File: src/rtl/uart_dbg_bridge.sv
// UART-to-debug-port bridge: 9-byte 8N1 request frames in, 5-byte status/result frames out.
// Optional ready-wait timeout is enabled by defining DBG_BRIDGE_TIMEOUT_EN.
module uart_dbg_bridge #(
  parameter int unsigned CLKS_PER_BIT   = 868,
  parameter int unsigned TIMEOUT_CYCLES = 65536
) (
  input  logic        clk,
  input  logic        rst_i,
  input  logic        uart_rx_i,
  output logic        uart_tx_o,
  output logic [7:0]  dbg_cmd_o,
  output logic [31:0] dbg_addr_o,
  output logic [31:0] dbg_data_o,
  input  logic [31:0] dbg_data_i,
  input  logic        dbg_ready_i,
  output logic        busy_o
);

  localparam logic [15:0] BitLast  = 16'(CLKS_PER_BIT - 1);
  localparam logic [15:0] HalfLast = 16'(CLKS_PER_BIT / 2 - 1);

  if (CLKS_PER_BIT < 4 || CLKS_PER_BIT > 65535) begin : g_bad_clks_per_bit
    $error("uart_dbg_bridge: CLKS_PER_BIT must be in 4..65535");
  end
  if (TIMEOUT_CYCLES < 1) begin : g_bad_timeout
    $error("uart_dbg_bridge: TIMEOUT_CYCLES must be at least 1");
  end

  // ---------------------------------------------------------------- RX engine
  typedef enum logic [1:0] {RxIdle, RxStart, RxData, RxStop} rx_state_e;

  rx_state_e   rx_state_q, rx_state_d;
  logic        rx_meta_q, rx_sync_q, rx_prev_q;
  logic [15:0] rx_cnt_q, rx_cnt_d;
  logic [2:0]  rx_bit_q, rx_bit_d;
  logic [7:0]  rx_shift_q, rx_shift_d;
  logic        rx_valid, rx_err;

  always_ff @(posedge clk or posedge rst_i) begin
    if (rst_i) begin
      rx_meta_q  <= 1'b1;
      rx_sync_q  <= 1'b1;
      rx_prev_q  <= 1'b1;
      rx_state_q <= RxIdle;
      rx_cnt_q   <= '0;
      rx_bit_q   <= '0;
      rx_shift_q <= '0;
    end else begin
      rx_meta_q  <= uart_rx_i;
      rx_sync_q  <= rx_meta_q;
      rx_prev_q  <= rx_sync_q;
      rx_state_q <= rx_state_d;
      rx_cnt_q   <= rx_cnt_d;
      rx_bit_q   <= rx_bit_d;
      rx_shift_q <= rx_shift_d;
    end
  end

  always_comb begin
    rx_state_d = rx_state_q;
    rx_cnt_d   = rx_cnt_q + 16'd1;
    rx_bit_d   = rx_bit_q;
    rx_shift_d = rx_shift_q;
    rx_valid   = 1'b0;
    rx_err     = 1'b0;
    unique case (rx_state_q)
      RxIdle: begin
        rx_cnt_d = '0;
        if (rx_prev_q && !rx_sync_q) rx_state_d = RxStart;
      end
      RxStart: begin
        // Line back high at mid start bit means a glitch, not a start.
        if (rx_cnt_q == HalfLast) begin
          rx_cnt_d   = '0;
          rx_bit_d   = '0;
          rx_state_d = rx_sync_q ? RxIdle : RxData;
        end
      end
      RxData: begin
        if (rx_cnt_q == BitLast) begin
          rx_cnt_d   = '0;
          rx_shift_d = {rx_sync_q, rx_shift_q[7:1]};
          rx_bit_d   = rx_bit_q + 3'd1;
          if (rx_bit_q == 3'd7) rx_state_d = RxStop;
        end
      end
      RxStop: begin
        if (rx_cnt_q == BitLast) begin
          rx_valid   = rx_sync_q;
          rx_err     = !rx_sync_q;
          rx_state_d = RxIdle;
        end
      end
      default: rx_state_d = RxIdle;
    endcase
  end

  // ------------------------------------------------------------ frame parser
  typedef enum logic [2:0] {StCmd, StAddr, StData, StReq, StResp} state_e;

  state_e      state_q, state_d;
  logic [1:0]  idx_q, idx_d;
  logic [7:0]  cmd_q, cmd_d;
  logic [31:0] addr_q, addr_d, data_q, data_d;
  logic [7:0]  dbg_cmd_q, dbg_cmd_d;
  logic [31:0] dbg_addr_q, dbg_addr_d, dbg_data_q, dbg_data_d;
  logic        busy_q, busy_d;
  logic [39:0] tx_frame_q, tx_frame_d;
  logic [15:0] tx_cnt_q, tx_cnt_d;
  logic [3:0]  tx_bit_q, tx_bit_d;
  logic [2:0]  tx_byte_q, tx_byte_d;
  logic        tx_active_q, tx_active_d;
  logic        tx_q, tx_d;
  logic        req_timeout, tx_last;

`ifdef DBG_BRIDGE_TIMEOUT_EN
  localparam logic [31:0] ToLast = 32'(TIMEOUT_CYCLES - 1);
  logic [31:0] to_cnt_q, to_cnt_d;

  always_ff @(posedge clk or posedge rst_i) begin
    if (rst_i) to_cnt_q <= '0;
    else       to_cnt_q <= to_cnt_d;
  end

  always_comb begin
    to_cnt_d = '0;
    if (state_q == StReq && !dbg_ready_i) to_cnt_d = to_cnt_q + 32'd1;
  end

  assign req_timeout = (state_q == StReq) && !dbg_ready_i && (to_cnt_q == ToLast);
`else
  assign req_timeout = 1'b0;
`endif

  assign tx_last = (state_q == StResp) && tx_active_q && (tx_cnt_q == BitLast) &&
                   (tx_bit_q == 4'd9) && (tx_byte_q == 3'd4);

  always_ff @(posedge clk or posedge rst_i) begin
    if (rst_i) state_q <= StCmd;
    else       state_q <= state_d;
  end

  always_comb begin
    state_d = state_q;
    unique case (state_q)
      StCmd:  if (rx_valid && rx_shift_q != 8'h00) state_d = StAddr;
      StAddr: begin
        if (rx_err)                          state_d = StCmd;
        else if (rx_valid && idx_q == 2'd3)  state_d = StData;
      end
      StData: begin
        if (rx_err)                          state_d = StCmd;
        else if (rx_valid && idx_q == 2'd3)  state_d = StReq;
      end
      StReq:  if (dbg_ready_i || req_timeout) state_d = StResp;
      StResp: if (tx_last) state_d = StCmd;
      default: state_d = StCmd;
    endcase
  end

  always_comb begin
    idx_d       = idx_q;
    cmd_d       = cmd_q;
    addr_d      = addr_q;
    data_d      = data_q;
    dbg_cmd_d   = dbg_cmd_q;
    dbg_addr_d  = dbg_addr_q;
    dbg_data_d  = dbg_data_q;
    busy_d      = busy_q;
    tx_frame_d  = tx_frame_q;
    tx_cnt_d    = tx_cnt_q;
    tx_bit_d    = tx_bit_q;
    tx_byte_d   = tx_byte_q;
    tx_active_d = tx_active_q;
    tx_d        = tx_q;
    unique case (state_q)
      StCmd: begin
        if (rx_valid && rx_shift_q != 8'h00) begin
          cmd_d  = rx_shift_q;
          idx_d  = '0;
          busy_d = 1'b1;
        end
      end
      StAddr: begin
        if (rx_err) begin
          busy_d = 1'b0;
        end else if (rx_valid) begin
          addr_d = {rx_shift_q, addr_q[31:8]};
          idx_d  = idx_q + 2'd1;
        end
      end
      StData: begin
        if (rx_err) begin
          busy_d = 1'b0;
        end else if (rx_valid) begin
          data_d = {rx_shift_q, data_q[31:8]};
          idx_d  = idx_q + 2'd1;
          if (idx_q == 2'd3) begin
            dbg_cmd_d  = cmd_q;
            dbg_addr_d = addr_q;
            dbg_data_d = {rx_shift_q, data_q[31:8]};
          end
        end
      end
      StReq: begin
        // Ready wins over a same-cycle timeout.
        if (dbg_ready_i) begin
          dbg_cmd_d  = 8'h00;
          tx_frame_d = {dbg_data_i, 8'h00};
        end else if (req_timeout) begin
          dbg_cmd_d  = 8'h00;
          tx_frame_d = {32'h0, 8'h01};
        end
      end
      StResp: begin
        // Bit 0 is start, 1..8 data LSB-first (shifted out of tx_frame), 9 is stop.
        if (!tx_active_q) begin
          tx_active_d = 1'b1;
          tx_d        = 1'b0;
          tx_cnt_d    = '0;
          tx_bit_d    = '0;
          tx_byte_d   = '0;
        end else if (tx_cnt_q != BitLast) begin
          tx_cnt_d = tx_cnt_q + 16'd1;
        end else begin
          tx_cnt_d = '0;
          if (tx_bit_q == 4'd9) begin
            if (tx_byte_q == 3'd4) begin
              tx_active_d = 1'b0;
              tx_d        = 1'b1;
              busy_d      = 1'b0;
            end else begin
              tx_byte_d = tx_byte_q + 3'd1;
              tx_bit_d  = '0;
              tx_d      = 1'b0;
            end
          end else begin
            tx_bit_d = tx_bit_q + 4'd1;
            if (tx_bit_q == 4'd8) begin
              tx_d = 1'b1;
            end else begin
              tx_d       = tx_frame_q[0];
              tx_frame_d = tx_frame_q >> 1;
            end
          end
        end
      end
      default: ;
    endcase
  end

  always_ff @(posedge clk or posedge rst_i) begin
    if (rst_i) begin
      idx_q       <= '0;
      cmd_q       <= '0;
      addr_q      <= '0;
      data_q      <= '0;
      dbg_cmd_q   <= '0;
      dbg_addr_q  <= '0;
      dbg_data_q  <= '0;
      busy_q      <= 1'b0;
      tx_frame_q  <= '0;
      tx_cnt_q    <= '0;
      tx_bit_q    <= '0;
      tx_byte_q   <= '0;
      tx_active_q <= 1'b0;
      tx_q        <= 1'b1;
    end else begin
      idx_q       <= idx_d;
      cmd_q       <= cmd_d;
      addr_q      <= addr_d;
      data_q      <= data_d;
      dbg_cmd_q   <= dbg_cmd_d;
      dbg_addr_q  <= dbg_addr_d;
      dbg_data_q  <= dbg_data_d;
      busy_q      <= busy_d;
      tx_frame_q  <= tx_frame_d;
      tx_cnt_q    <= tx_cnt_d;
      tx_bit_q    <= tx_bit_d;
      tx_byte_q   <= tx_byte_d;
      tx_active_q <= tx_active_d;
      tx_q        <= tx_d;
    end
  end

  assign uart_tx_o  = tx_q;
  assign dbg_cmd_o  = dbg_cmd_q;
  assign dbg_addr_o = dbg_addr_q;
  assign dbg_data_o = dbg_data_q;
  assign busy_o     = busy_q;

endmodule

File: config.mk
export PLATFORM = sky130hd
export DESIGN_NAME = uart_dbg_bridge
export DESIGN_NICKNAME = d
export VERILOG_FILES = /design/src/rtl/uart_dbg_bridge.sv
export SDC_FILE = /design/constraint.sdc
export NUM_CORES = 1
export LEC_CHECK = 0
export CORE_AREA = 2 2 138 140
export CTS_BUF_LIST = sky130_fd_sc_hd__clkbuf_16
export DETAILED_ROUTE_END_ITERATION = 12
export DIE_AREA = 0 0 140 142
export PLACE_DENSITY = 0.78
export SLEW_MARGIN = 20
export SYNTH_ARGS = -nofsm -noshare
export SYNTH_HDL_FRONTEND = slang
export SYNTH_SLANG_ARGS = --single-unit
export TNS_END_PERCENT = 20
File: constraint.sdc
create_clock -name clk -period 8.8 [get_ports clk]
set_input_delay 0.88 -clock clk [delete_from_list [all_inputs] [get_ports clk]]
set_output_delay 0.88 -clock clk [all_outputs]
set_load 0.02 [all_outputs]
Fig. 1: run 1, cell placement
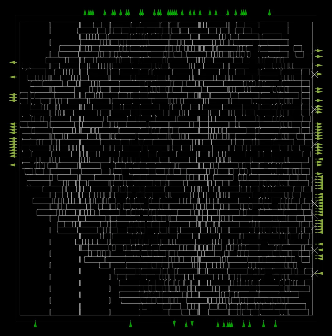
FILL cells: 1401
tapcell count: 234
Finished Core Util: 0.6587
sequential portion of the cell area: 0.4924

Fig. 2: run 1, register map, names as in the netlist
The bar under the picture is 50 um long.
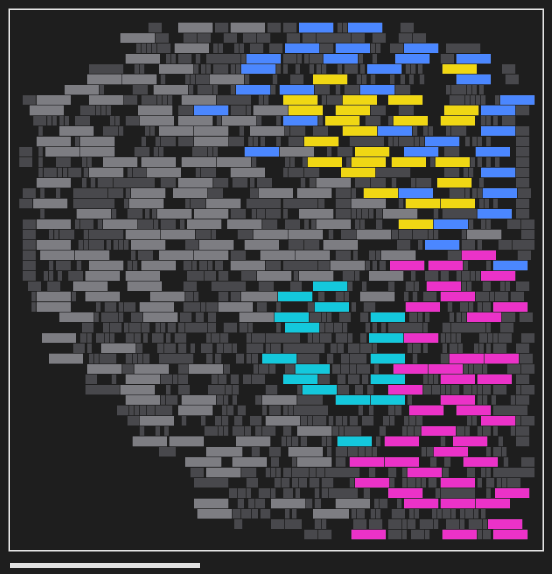
legend:
  tx_frame_q:
    colour: magenta
    placed_flops: 40
  tx_cnt_q:
    colour: cyan
    placed_flops: 16
  dbg_data_o:
    colour: blue
    placed_flops: 32
  data_q:
    colour: yellow
    placed_flops: 24

Fig. 3: run 1, clock wires, drivers and flops
The bar under the picture is 50 um long.
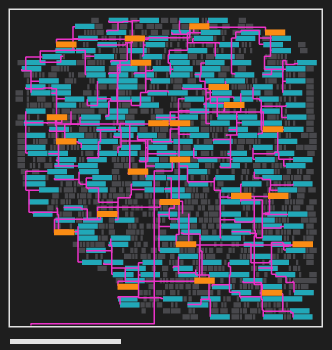
legend:
  cells driving clock nets:
    colour: orange
    count: 24
  flip-flops:
    colour: cyan
    count: 239
  clock wires:
    colour: magenta
    length: 2690 um
routed clock nets: 25
flops lie: widely spread

==> reports/metrics.cfg, run 1 <==
[outcome]
status = complete, but fails checks
violations = DRC

[critical_path]
worst-path-buf-inv = 2
worstPathArrival_ns = 3.13
cpPeakStageDelay_ns = 0.58
critPathSlowestCell = buf_4
crit_cells = 7
endpoint = tx_frame_q[13]
path_max_fanout = 79
reg2reg_depth = 7
r2r_start = state_q[0]
critPathCaptureType = flip-flop
path_common_cell = buf_4
timing.rr.end = tx_frame_q[13]
path_class = flip-flop to flip-flop
rrSetupSlack_ns = 6.10

[run]
warnings = 30
drv_cap = 0

[timing]
setup_tns_ns = 0
finalCritPeriodShare = 0.3070
max_clock_freq_mhz = 370.1
fin_crit_ns = 2.702
worst_slew_pin_slew_ns = 0.7963
fin_ws_ns = 6.098
finalSetupViolCount = 0
final-hold-violation-count = 0
maxSlewViolCount = 0
rsz0062_at_grt = false
maxSlewHeadroom = 0.4680

[logic_synthesis]
ys_warn_count = 0
fa_ha_area_frac = 0.009878
synth.avg_cell_area_sq_um = 10.26
synthTopLogicFamily = simple AND/OR/NAND/NOR gates
synth_nets = 1032
xor_share = 0.02420
ys_chip_area_sq_um = 10130
edf_count = 0
synth.area.top_cells = dfrtp_1 58%, nand2_1 11%, mux2_2 7.9%
synth_area_sq_um = 10130
synth.distinct_cells = 55
top_cells_by_count = 303 x nand2_1, 235 x dfrtp_1, 72 x nor2_1
synth-compound-area-share = 0.05359
yosys_cells = 988
ys_sh_mux = 0.08705
ys.flop_type = dfrtp_1
syn_inst = 988
top_cell = nand2_1
synthArstFlopShare = 1.000

[floorplan]
rows = 50
die_h_um = 142
chipArea_sq_um = 19880
pin_count = 110
coreArea_sq_um = 18460

[finish]
regArea_sq_um = 5986
num-multi-input-gates = 678
largest_class = sequential cells
buffer_area_frac = 0.09438
comb_share = 0.3163
nNetsFinal = 1125
flops = 239
logic_area_sq_um = 3845
clk_share = 0.06505
nNonClkInverters = 22
fin_cells = 1332
synthToLayoutAreaGrowth_pct = 19.97
top_register = tx_frame_q
drive_gt1_frac = 0.1157

[route]
viasPerCell = 5.446
wl_met1_um = 9344
firstDrtPassIters = 9
drtIter0Drc = 484
ant_nets = 0
vias = 7254
drc_errors = 11
dr_wl_met2_um = 9653
top_layer = met4

[power]
clockPowerShare = 0.453
power_switching_w = 0.0004826
peakVddDrop_mv = 0.1662
cellLeakagePower_nw = 5.775
seq_power_share = 0.507
top_power_group = sequential cells
power_density_nw_per_um2 = 185.0
p_int_w = 0.001766
comb_power_share = 0.040
p_clk_w = 0.00102
p_seq_w = 0.00114
comb_power_w = 0.0000896
swShare = 0.2146

[placed_design]
gp_congestion = 0.8555
io_buffer_count = 109
dpl-instance-area_sq_um = 11360
place_inst = 1289
dp_slack_ns = 5.497
dp_hpwl_um = 12560

[clock_tree]
numCtsBuffers = 24
cts-resized-gates = 0
cts.clk_slew.worst_paths_ns = 0.06
h-tree-depth = 1
cts_tree = built
insertion_delay_ns = 0.52
clock-sinks = 239
clk_path_buf_depth = 3

[grt]
antenna_found_initial = 0
grt.overflow.total = 0
track_usage = 0.2087
grt_max_degree = 156
grt_first_pass_wirelength_um = 34380

[min_path]
min_from = rx_meta_q
hold_path.class = flip-flop to flip-flop
min_path_cells = 0
whs_endpoint = rx_sync_q

==> run 1: layout by cell type, fill, tap and decap left out, drive strengths merged, types with 2 or more instances in the layout <==
| cell | Yosys | final |
|---|---|---|
| o22ai | 4 | 4 |
| nand2b | 6 | 6 |
| nor2b | 5 | 5 |
| bufinv | 0 | 4 |
| a31oi | 35 | 35 |
| ha | 8 | 8 |
| clkbuf | 29 | 24 |
| and4 | 5 | 5 |
| nor4 | 8 | 8 |
| o21ai | 23 | 23 |
| xor2 | 13 | 13 |
| o311ai | 2 | 2 |
| and3 | 4 | 4 |
| nor2 | 74 | 74 |
| and2 | 3 | 3 |
| nand4 | 12 | 12 |
| nor3b | 5 | 5 |
| nand3 | 34 | 34 |
| o31ai | 3 | 3 |
| mux2i | 6 | 6 |
| a21oi | 5 | 5 |
| inv | 22 | 27 |
| clkinv | 0 | 10 |
| dfstp | 4 | 4 |
| nor3 | 14 | 14 |
| xnor2 | 15 | 15 |
| mux2 | 73 | 73 |
| buf | 20 | 7 |
| dfrtp | 235 | 235 |
| clkdlybuf4s50 | 0 | 109 |
| nand2 | 303 | 303 |
| o41ai | 2 | 2 |
| a21o | 2 | 2 |
==> run 1: cells by family (layout without fill, tap and decap cells) <==
group / count (synthesis) / after routing
AND-OR/OR-AND: 83 / 83
XOR/XNOR: 28 / 28
adder cells (fa/ha/maj): 8 / 8
buffers and inverters: 71 / 181
flip-flops: 239 / 239
multiplexers: 79 / 79
AND/OR/NAND/NOR: 480 / 480
==> run 1: routing by layer <==
layer,vias to the layer above,GRT usage
li1,3479,-
met1,3609,0.2949
met2,153,0.3446
met3,13,0.03769
met4,0,0.04413
met5,-,0
==> run 1 -> run 2 <==
--- a/config.mk
+++ b/config.mk
@@ -5,11 +5,11 @@
 export SDC_FILE = /design/constraint.sdc
 export NUM_CORES = 1
 export LEC_CHECK = 0
-export CORE_AREA = 2 2 138 140
+export CORE_AREA = 2 2 144 146
 export CTS_BUF_LIST = sky130_fd_sc_hd__clkbuf_16
 export DETAILED_ROUTE_END_ITERATION = 12
-export DIE_AREA = 0 0 140 142
-export PLACE_DENSITY = 0.78
+export DIE_AREA = 0 0 146 148
+export PLACE_DENSITY = 0.76
 export SLEW_MARGIN = 20
 export SYNTH_ARGS = -nofsm -noshare
 export SYNTH_HDL_FRONTEND = slang
==> constraint.sdc (replaced) <==
create_clock -name clk -period 2.3 [get_ports clk]
set_input_delay 0.23 -clock clk [delete_from_list [all_inputs] [get_ports clk]]
set_output_delay 0.23 -clock clk [all_outputs]
set_load 0.02 [all_outputs]
Fig. 4: run 2, clock wires, drivers and flops
The bar under the picture is 50 um long.
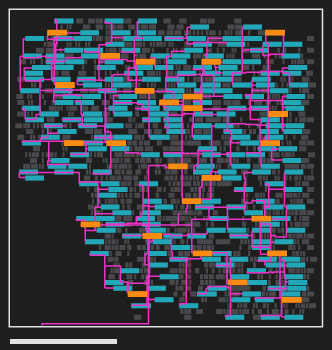
legend:
  flip-flops:
    colour: cyan
    count: 239
  cells driving clock nets:
    colour: orange
    count: 25
  clock wires:
    colour: magenta
    length: 2750 um
routed clock nets: 26
flops lie: widely spread

==> reports/metrics.cfg, run 2 <==
[critical_path]
start_kind = flip-flop
timing.rr.end = cmd_q[2]
path_max_fanout = 8  ; -90%
critical_path_required_ns = 2.70
r2r_start = rx_cnt_q[10]
critPathCaptureType = flip-flop
endpoint = cmd_q[2]
reg2reg_depth = 5  ; -2
path_class = flip-flop to flip-flop
worstPathArrival_ns = 2.56  ; -0.57 ns
rrSetupSlack_ns = 0.14  ; -5.96 ns

[route]
viasPerCell = 5.230  ; -4.0%
wl_met1_um = 9910  ; +6.1%
drtIter0Drc = 422  ; -13%
drc_errors = 0  ; -11
wl_met3_um = 907
firstDrtPassIters = 4  ; -5
vias = 7254  ; unchanged
top_layer = met4
ant_nets = 0  ; unchanged
dr_wl_met2_um = 9787  ; +1.4%

[logic_synthesis]
synthArstFlopShare = 1.000  ; unchanged
fa_ha_area_frac = 0.009878  ; unchanged
synth_area_sq_um = 10130  ; unchanged
ys.flop_type = dfrtp_1
synth_nets = 1032  ; unchanged
ys_chip_area_sq_um = 10130  ; unchanged
ys_sh_mux = 0.08705  ; unchanged
synth-compound-area-share = 0.05359  ; unchanged
edf_count = 0  ; unchanged
synth.area.top_cells = dfrtp_1 58%, nand2_1 11%, mux2_2 7.9%
yosys_cells = 988  ; unchanged
top_cell = nand2_1
xor_share = 0.02420  ; unchanged
top_cells_by_count = 303 x nand2_1, 235 x dfrtp_1, 72 x nor2_1
synth.distinct_cells = 55  ; unchanged
synthTopLogicFamily = simple AND/OR/NAND/NOR gates
top_area_frac = 0.5803
syn_inst = 988  ; unchanged
synth.avg_cell_area_sq_um = 10.26  ; unchanged
ys_warn_count = 0  ; unchanged

[power]
clockPowerShare = 0.441  ; -0.012
power_density_nw_per_um2 = 681.1  ; +270%
swShare = 0.2271  ; +0.01248
peakVddDrop_mv = 0.5568  ; +230%
seq_power_share = 0.516  ; +0.009
cellLeakagePower_nw = 5.872  ; +1.7%
power_switching_w = 0.001918  ; +300%
comb_power_share = 0.043  ; +0.003
p_int_w = 0.006529  ; +270%

[clock_tree]
insertion_delay_ns = 0.52  ; about the same
cts.clk_slew.worst_paths_ns = 0.06  ; about the same
h-tree-depth = 1  ; unchanged
clk_path_buf_depth = 3  ; unchanged
clock-sinks = 239  ; unchanged
cts_tree = built
cts_root_buf = clkbuf_16
numCtsBuffers = 25  ; +4.2%

[floorplan]
die_x_um = 146
pin_count = 110  ; unchanged
rows = 52  ; +4.0%
coreArea_sq_um = 20040  ; +8.6%
chipArea_sq_um = 21610  ; +8.7%
die_h_um = 148  ; +4.2%

[finish]
synthToLayoutAreaGrowth_pct = 22.40
nFillCells = 1637  ; +17%
final_cell_area_sq_um = 12400
layout_top_cell = nand2_1
regArea_sq_um = 5986  ; unchanged
logic_area_sq_um = 3850  ; +0.13%
top_register = tx_frame_q
final_cell_mix = 303 x nand2_1, 235 x dfrtp_1, 109 x clkdlybuf4s50_1
drive_gt1_frac = 0.1325  ; +0.01683
final_util = 0.6189  ; -0.03977
nNetsFinal = 1143  ; +1.6%
fin_cells = 1387  ; +4.1%

[grt]
antenna_found_initial = 0  ; unchanged
grt_max_degree = 80  ; -49%
grt_first_pass_wirelength_um = 35710  ; +3.9%
grt.overflow.total = 0  ; unchanged
track_usage = 0.1967  ; -0.01199

[min_path]
hold_path.class = primary input to async pin

[timing]
max_clock_freq_mhz = 463.1  ; +25%
rsz0062_at_grt = true
finalCritPeriodShare = 0.9388  ; +0.6318
fin_ws_ns = 0.1407  ; -5.958 ns
worst_slew_pin_slew_ns = 0.5916  ; -0.2047 ns
final-hold-violation-count = 0  ; unchanged
setup_tns_ns = 0  ; unchanged
finalSetupViolCount = 0  ; unchanged
maxSlewViolCount = 0  ; unchanged
maxSlewHeadroom = 0.6026  ; +0.1346
fin_crit_ns = 2.159  ; -0.5424 ns

[placed_design]
gp_congestion = 0.8200  ; -4.1%
dpl-instance-area_sq_um = 11640  ; +2.5%
io_buffer_count = 109  ; unchanged
dp_hpwl_um = 13460  ; +7.2%
dp_slack_ns = 0.1198  ; -5.377 ns
place_inst = 1342  ; +4.1%

[run]
warnings = 30  ; unchanged
drv_cap = 0  ; unchanged

[outcome]
status = complete, no violations

==> run 2: cell counts after synthesis <==
No cell type changed its count.
==> run 2: cell type report <==
class	instances	area share
clock inverters	20	0.01079
inverters	22	0.006961
clock buffers	25	0.05044
multi-input cells	678	0.3104
well taps	270	0.02724
flip-flops and latches	239	0.4826
repair buffers	133	0.1116
==> run 2: timing repair <==
item | CTS | global route
endpoints found under the setup margin | 0 | 12
hold endpoints to repair | 0 | 0
resized | 0 | 1
hold buffers | 0 | 0
==> run 2: how the worst min path moves through the flow <==
stage	start	end	slack (ns)	depth (start not counted)
4_1_cts	rst_i	rx_state_q[0]	0.11	2
3_3_place_gp	rx_meta_q	rx_sync_q	0.37	0
3_5_place_dp	rx_meta_q	rx_sync_q	0.37	0
6_report	rst_i	dbg_cmd_o[5]	0.11	2
5_1_grt	uart_rx_i	rx_meta_q	0.11	1
2_1_floorplan	uart_rx_i	rx_meta_q	0.23	0
==> run 2: layer usage <==
layer  up-vias  track usage
met4         0      0.04709
met5         -            0
li1       3525            -
met3        26      0.02809
met2       152       0.3130
met1      3551       0.2893
==> run 2: cell families after synthesis <==
logic type | Yosys count
compound gates | 83
xor+xnor | 28
fa+ha+maj | 8
buf+inv | 71
flops | 239
mux | 79
simple gates | 480
==> run 2: worst max-delay path, cell delays in order (launching register included) <==
cell and delay (ns):
dfrtp_1 0.41, nor4_2 0.43, nand4_1 0.25, nor2_2 0.28
nand4_2 0.31, mux2_2 0.37
==> run 2: power by group through the flow <==
stage                     sequential [W]  combinational (W)  clock, W
after floorplan                  0.00441           0.000233         0
after global placement           0.00443           0.000357         0
after detailed placement         0.00443           0.000364         0
after CTS                        0.00436           0.000368   0.00381
after global routing             0.00437           0.000408   0.00397
final                            0.00436           0.000361   0.00372
Power is estimated from default activity; no workload was simulated.
